### Routing congestion map, run 1

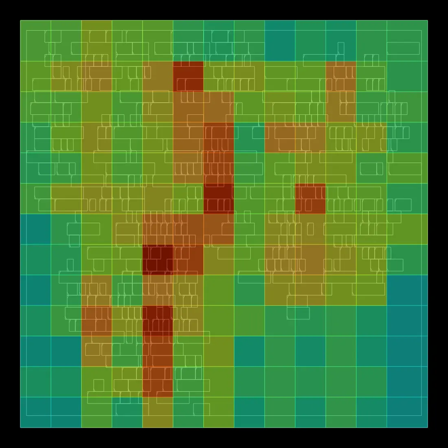
### Sequential cells colored by netlist name, run 1

Drawn at 3 px/um. Other sequential cells in the stronger gray, the rest of the logic in the fainter gray.
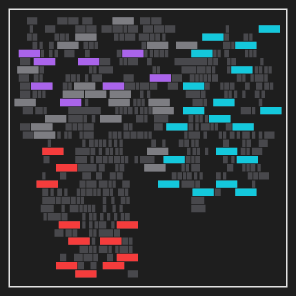
### I/O nets highlighted, run 1

Drawn at 4 px/um.
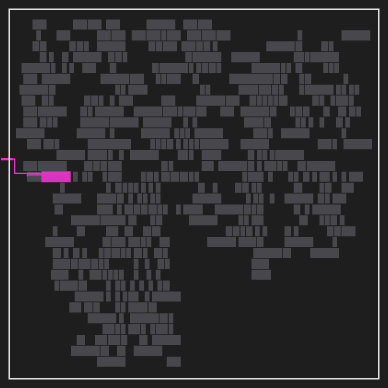
### Wiring by layer, run 1

Drawn at 4 px/um.
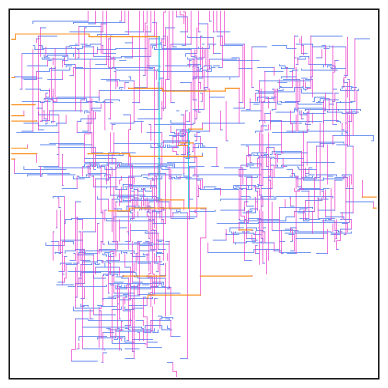
Design lcd_bus_reader, sky130hd; sources not shown.
==> run notes, run 1 <==
Item: results of the latest flow run.

- The TritonCTS sink count is roughly 58.
- The horizontal die dimension reported for this design is 92.0 um.
- The tree is rooted in a clkbuf_8.
- For this design, the CTS-stage hold fixing added 0 buffers.
- The script computed the net switching share of total power as 0.235.
- The layout report gives the multi-input gate share of total cell area as 0.385.
- The buffer levels on the longest clock path is 2.
- The largest individual stage delay along the critical path comes from the cell dfxtp_1.
- The flip-flop count of the largest register after layout is 19.
- The non-clock inverter count in the final layout is a little over 60.
- The yosys synthesis chip area is 2760 um2.
- The placeable core area is between 7000 and 8000 um2.
- The fraction of area in clock buffers and inverters is 0.0658.
- In this run the remaining antenna-violating nets after routing total 0.
- STA on the placed design reports a worst setup slack of 0.398 ns.
- Static timing analysis puts the maximum clock frequency at 476 MHz.
- According to the finish report, the design has a final net count of 443.
- The maximum fanout encountered on the critical timing path is 11.
- The sum of buffers and inverters on the critical path is 1.
- Of the synthesized area, sequential elements account for 0.421.
- Detailed routing placed a total of 2860 um of wire on met2.
- The flow ran to the end, and the final reports show no timing, DRC or antenna violations.
- In the finished design, the share of the clock period the worst path needs comes to 0.841.
- The number of design-rule violations left by the first detailed-router iteration is roughly 56.
- Note that the worst hold path type here is flip-flop to flip-flop.
- Across the VDD grid, the largest voltage drop is ~0.31 mV.
- The routed wire length on met3 is 208 um.
- Recorded from the global router log, the overflow total was 0.
- The count of final max-slew check failures is 0.
- The cell area reported after detailed placement is 3220 um2.
- In the final layout, the share of cells above drive strength 1 is 0.133.
- Per the final report, the share of cell area in non-clock buffers is 0.108.
- The worst setup path is launched from a flip-flop.
- At the worst endpoint, the arrival time is 2.17 ns.
- The number of CTS-inserted buffers is 9.
- The number of cells in the yosys synthesis report is roughly 380.
- The die height is 92.0 um.
- For this run, the number of standard cells in the final layout without fillers is 532.
- The mean instance size in the synthesized netlist is 7.21 um2.
- The tightest slew margin relative to the limit is 0.630.
- Setup slack on the critical path of the routed design comes to 0.398 ns.
- The vias per cell is between 4 and 5.
- The flip-flop and latch count after synthesis is 58.
- The total negative slack is 0 ns.
- The transition at the pin with the smallest max-transition slack is between 0.5 and 0.6 ns.
- The number of filler cells placed in the layout is 794.
- Clock buffers in the final layout number 9.
- The maximum cell stage delay along the critical path is 0.34 ns.
- Gates resized during post-CTS repair numbered 0.
- The tool flagged a number of max-cap violations equal to 0.
- The clock latency at the later pin of the worst-skew pair is about 0.35 ns.
- The number of H-tree branching levels is 3.
- Total power for the finished layout comes to 2.02 mW.
- The number of antenna violations at the first check in global routing is 0.
- The unique cell type count in the Yosys netlist is 31.
- The via count of the first global-routing pass is between 2,000 and 2,500.
- In the log, the iteration count for the first detailed-route pass is 5.
- Sequential cells placed in the final layout were counted as 58.
- The final count of negative-setup-slack endpoints is 0.
- For reference, the critical path cell chain is inv_1, ha_1, nand2_1, nor3_1, nand3_1, nand2_1, nand2_2, nand3_2, nand3_2, nor2_1.
- In the floorplan report the effective utilization is 0.355.
- Setup repair after global routing left no endpoint under its margin.
Notes on 'Routing congestion map' above:
met2 demand-to-capacity share in global routing: 0.261
peak-usage layer in the global routing report: met2
GRT met3 Usage: 0.0522

Notes on 'Sequential cells colored by netlist name' above:
Key: rd_data = purple [flops 8]; cnt = red [flops 11, where bottom left]; tcnt = cyan [flops 19]
Another 20 sequential cells are not colored.
combined flip-flop and latch cell area: 1160 um2
sequential portion of the cell area: 0.337
power consumed by sequential cells: 941 uW
post-layout util: 0.443

Notes on 'I/O nets highlighted' above:
Key: lcd_en = magenta [bits 1, direction output, edge left, end cells 1, buffers 1, wire 22.0 um]
I/O pins: 36
Buffers on Ports: 35

Notes on 'Wiring by layer' above:
Key: met3 = orange [wire length 209 um]; met2 = magenta [wire length 2,860 um]; met1 = blue [wire length 2,740 um]; met4 = cyan [wire length 60.5 um]
Vias: 2,402
GRT Total Usage: 0.154
Routed Wire Length: 5870 um
routed wirelength normalized by instance count: 11.0 um

-- run 1: power by group through the flow --
| stage | registers, mW | clock network [mW] | logic (mW) |
|---|---|---|---|
| 5_1_grt | 0.942 | 1.05 | 0.114 |
| 6_report | 0.941 | 0.981 | 0.102 |
| 4_1_cts | 0.941 | 1.01 | 0.103 |
| 3_3_place_gp | 0.962 | 0 | 0.102 |
| 3_5_place_dp | 0.962 | 0 | 0.101 |
| 2_1_floorplan | 0.961 | 0 | 0.0568 |
-- run 1: cell families after synthesis --
family,count (synthesis),synth area share
xor+xnor,12,0.0381
buf+inv,67,0.0976
fa+ha+maj,5,0.0227
flops,58,0.421
simple gates,186,0.319
compound gates,54,0.101
-- run 1: cell usage in the layout, fill, tap and decap left out, types with 4 or more instances in the layout --
cell type        Yosys  final
ha_1                 5      5
nor2_2              16     16
nor2_1              57     57
dfxtp_1             58     58
clkdlybuf4s50_1      0     35
clkbuf_8             0      9
nand4_1              5      5
xnor2_1              5      5
nand3_1             18     18
inv_2                4      4
a21oi_1             25     25
nand2_1             62     62
nand2_2              5      5
o21ai_0             24     24
inv_1               56     56
xor2_1               7      7
nor3_1               8      8
-- run 1: cell usage after synthesis, drive strengths merged --
cell type | instances | area, um2
nor2 | 75 | 337
nand2 | 67 | 264
inv | 60 | 225
dfxtp | 58 | 1160
o21ai | 27 | 139
a21oi | 25 | 125
nand3 | 22 | 138
nor3 | 11 | 70.1
xor2 | 7 | 61.3
buf | 5 | 36.3
ha | 5 | 62.6
nand4 | 5 | 31.3
xnor2 | 5 | 43.8
or2 | 4 | 25.0
nand3b | 2 | 15.0
a31oi | 1 | 6.26
clkbuf | 1 | 3.75
clkinv | 1 | 3.75
o31ai | 1 | 7.51
### Pin placement, run 1

Drawn at 3 px/um. Pins as bars across the die edge, other pins in gray.
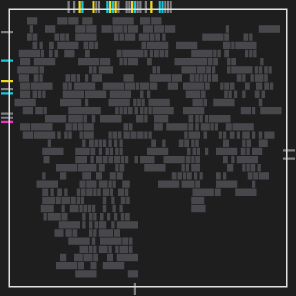

--- run 2 (diff from run 1) ---
--- a/config.mk
+++ b/config.mk
@@ -9,7 +9,7 @@
 export CAP_MARGIN = 25
 export CORE_UTILIZATION = 34
 export DETAILED_ROUTE_END_ITERATION = 8
-export PLACE_DENSITY = 0.59
+export PLACE_DENSITY = 0.61
 export SLEW_MARGIN = 10
 export SYNTH_ARGS = -nofsm -noshare
 export SYNTH_HDL_FRONTEND = slang
==> constraint.sdc (replaced) <==
create_clock -name clk -period 1.9 [get_ports clk]
set_clock_uncertainty 0.2 [all_clocks]
set_input_delay 0.19 -clock clk [delete_from_list [all_inputs] [get_ports clk]]
set_output_delay 0.19 -clock clk [all_outputs]
set_load 0.005 [all_outputs]
### Pin placement, run 2

Drawn at 3 px/um. Pins as bars across the die edge, other pins in gray.
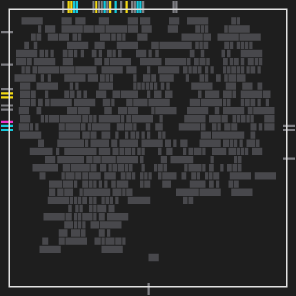
Key: lcd_en = magenta [pins 1, direction output, edge left]; addr_cnt = yellow [pins 7, direction output, edge 5 top, 2 left]; rd_data = cyan [pins 8, direction output, edge 6 top, 2 left]
All pins by edge: 22 top, 10 left, 3 right, 1 bottom.
x dimension of the die: 92.0 um
chip height: 92.0 um

### Wiring by layer, run 2

Drawn at 4 px/um.
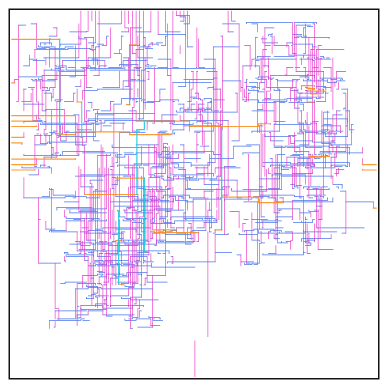
Key: met4 = cyan [wire length 130 um]; met1 = blue [wire length 2,740 um]; met3 = orange [wire length 226 um]; met2 = magenta [wire length 3,200 um]
Vias: 2,518
Routed Wire Length: 6300 um
GRT Total Usage: 0.150

### Routing congestion map, run 2

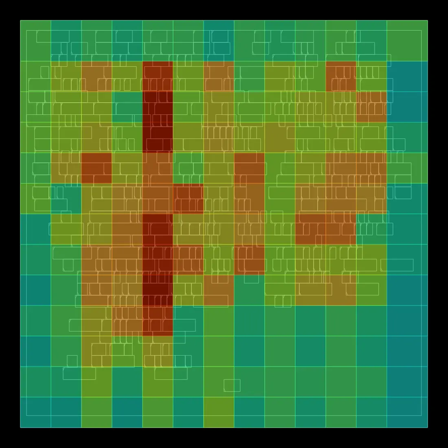
post-layout util: 0.482
met2 demand-to-capacity share in global routing: 0.262
GRT met3 Usage: 0.0415
routed wirelength normalized by instance count: 11.5 um
met1 Usage GRT: 0.172

==> run 2 against run 1 <==
Net effect:
- via count increased by 4.8%
- largest power group unchanged
- power increased by 38%
- register-to-register slack got worse by 0.41 ns
- critical path type unchanged
- maximum frequency increased by 10%
- cell count increased by 2.8%
- global-route usage decreased by 0.37 points
- the run now ends with setup timing left
- flip-flop count unchanged
- worst setup slack got worse by 0.41 ns
- design area increased by 8.8%
- clock power increased by 42%
==> run notes, run 2 <==
Item: results of the latest flow run.

- Run status: finished, violations left (was completed).
- The final reports fail on setup timing.
- The max-cap violation count was 0 (unchanged).
- The placeable core area was 7770 um2 (unchanged).
- The count of input and output buffers is 35 (unchanged).
- The buffer levels on the longest clock path is 2 (unchanged).
- The number of optimization iterations in the first detailed-route pass came to 4 (was 5).
- The number of design-rule violations left by the first detailed-router iteration is 96 (was 56).
- The post-synthesis async set-or-reset flop share is 0 (unchanged).
- The number of hold buffers added after cts is 0 (unchanged).
- The flip-flop count of the largest register after layout is 19 (unchanged).
- The number of filler cells placed in the layout is 755 (was 794).
- The dominant register cell in the synthesized netlist was dfxtp_1 (unchanged).
- The critical-path cell with the highest stage delay is dfxtp_4 (was dfxtp_1).
- The classification of the worst-slack hold path is flip-flop to flip-flop (unchanged).
- The yosys synthesis chip area is 2760 um2 (unchanged).
- Ordered list of cells on the worst path: ha_4, nand3_2, nor2_2, nand4_1, nand3_4, nand2_1, o21ai_2, nand3_4, clkbuf_16, nor2_2 (was inv_1, ha_1, nand2_1, nor3_1, nand3_1, nand2_1, nand2_2, nand3_2, nand3_2, nor2_1).
- The final count of negative-setup-slack endpoints is 3 (was 0).
- The count of final max-slew check failures is 0 (unchanged).
- The maximum fanout encountered on the critical timing path is 5 (was 11).
- The fraction of post-synthesis cell area in the top cell type by area came to 0.421 (unchanged).
- The highest clock rate is 524 MHz (was 476 MHz).
- The mean instance size in the synthesized netlist is 7.21 um2 (unchanged).
- The net total in the final layout is 458 (was 443).
- The clock latency at the later pin of the worst-skew pair is 0.34 ns (was 0.35 ns).
- The count of pins on the block boundary is 36 (unchanged).
- The number of antenna violations at the first check in global routing is 0 (unchanged).
- The final critical-path setup slack is -0.00775 ns (was 0.398 ns).
- The tightest slew margin relative to the limit is 0.714 (was 0.630).
- The vias per cell is 4.60 (was 4.52).
- The portion of the post-synthesis area used by sequential elements was 0.421 (unchanged).
- The floorplan core density is 0.355 (unchanged).
- The final critical-path share of the clock period is 1.00 (was 0.841).
- The number of CTS-inserted buffers is 9 (unchanged).
- The via count of the first global-routing pass is 2,340 (was 2,287).
- The maximum cell stage delay along the critical path was 0.39 ns (was 0.34 ns).
- The startpoint type of the worst setup path is a flip-flop (unchanged).
- The number of H-tree branching levels is 3 (unchanged).
- The sum of buffers and inverters on the critical path came to 1 (unchanged).
- The number of cells in the yosys synthesis report is 382 (unchanged).
- The arrival time at the worst endpoint is 1.98 ns (was 2.17 ns).
- Cell types with the largest area share after synthesis: dfxtp_1 (42%), nand2_1 (8.4%), nor2_1 (7.8%) (unchanged).
run 2: cell families after synthesis:
family,Yosys count,share of synthesized area
simple gates,186,0.319
buf+inv,67,0.0976
flops,58,0.421
compound gates,54,0.101
xor+xnor,12,0.0381
fa+ha+maj,5,0.0227
run 2: area by class of cell:
type | instances | area share
Multi-Input combinational cell | 257 | 0.389
Sequential cell | 58 | 0.312
Timing Repair Buffer | 53 | 0.138
Inverter | 61 | 0.0625
Clock buffer | 10 | 0.0341
Tap cell | 102 | 0.0341
Clock inverter | 6 | 0.0307
run 2: metrics by stage:
step / power (mW) / TNS, ns / area (um2) / cells / worst slack [ns]
global route: 2.89 / -1.14 / 3750 / 547 / -0.0966
finish: 2.79 / -0.0208 / 3750 / 547 / -0.00775
global placement: 1.41 / 0 / 3300 / 526 / 0.0645
detailed placement: 1.41 / -0.0346 / 3300 / 526 / -0.00748
floorplan: 1.34 / 0 / 2760 / 382 / 0.0763
CTS: 2.81 / 0 / 3550 / 542 / 0.0179
run 2: power by group:
group          switching (mW)  internal, mW  total (mW)
Combinational          0.0811        0.0806       0.162
Sequential             0.0109          1.23        1.24
Clock                   0.516         0.876        1.39
run 2: per-layer routing:
metal / GRT usage / routed length [um] / part of all wire / up-vias
li1: - / - / - / 1312
met1: 0.172 / 2740 / 0.44 / 1142
met2: 0.262 / 3200 / 0.51 / 49
met3: 0.0415 / 225 / 0.036 / 15
met4: 0.0612 / 130 / 0.021 / 0
met5: 0 / 0 / 0 / -
run 2: timing repair:
item	in CTS	in global routing
hold endpoints to repair	0	0
buffers inserted	0	4
cloned	0	1
gates resized	1	44
pin swaps	0	11
setup endpoints to repair	11	27
Power is estimated from default activity; no workload was simulated.
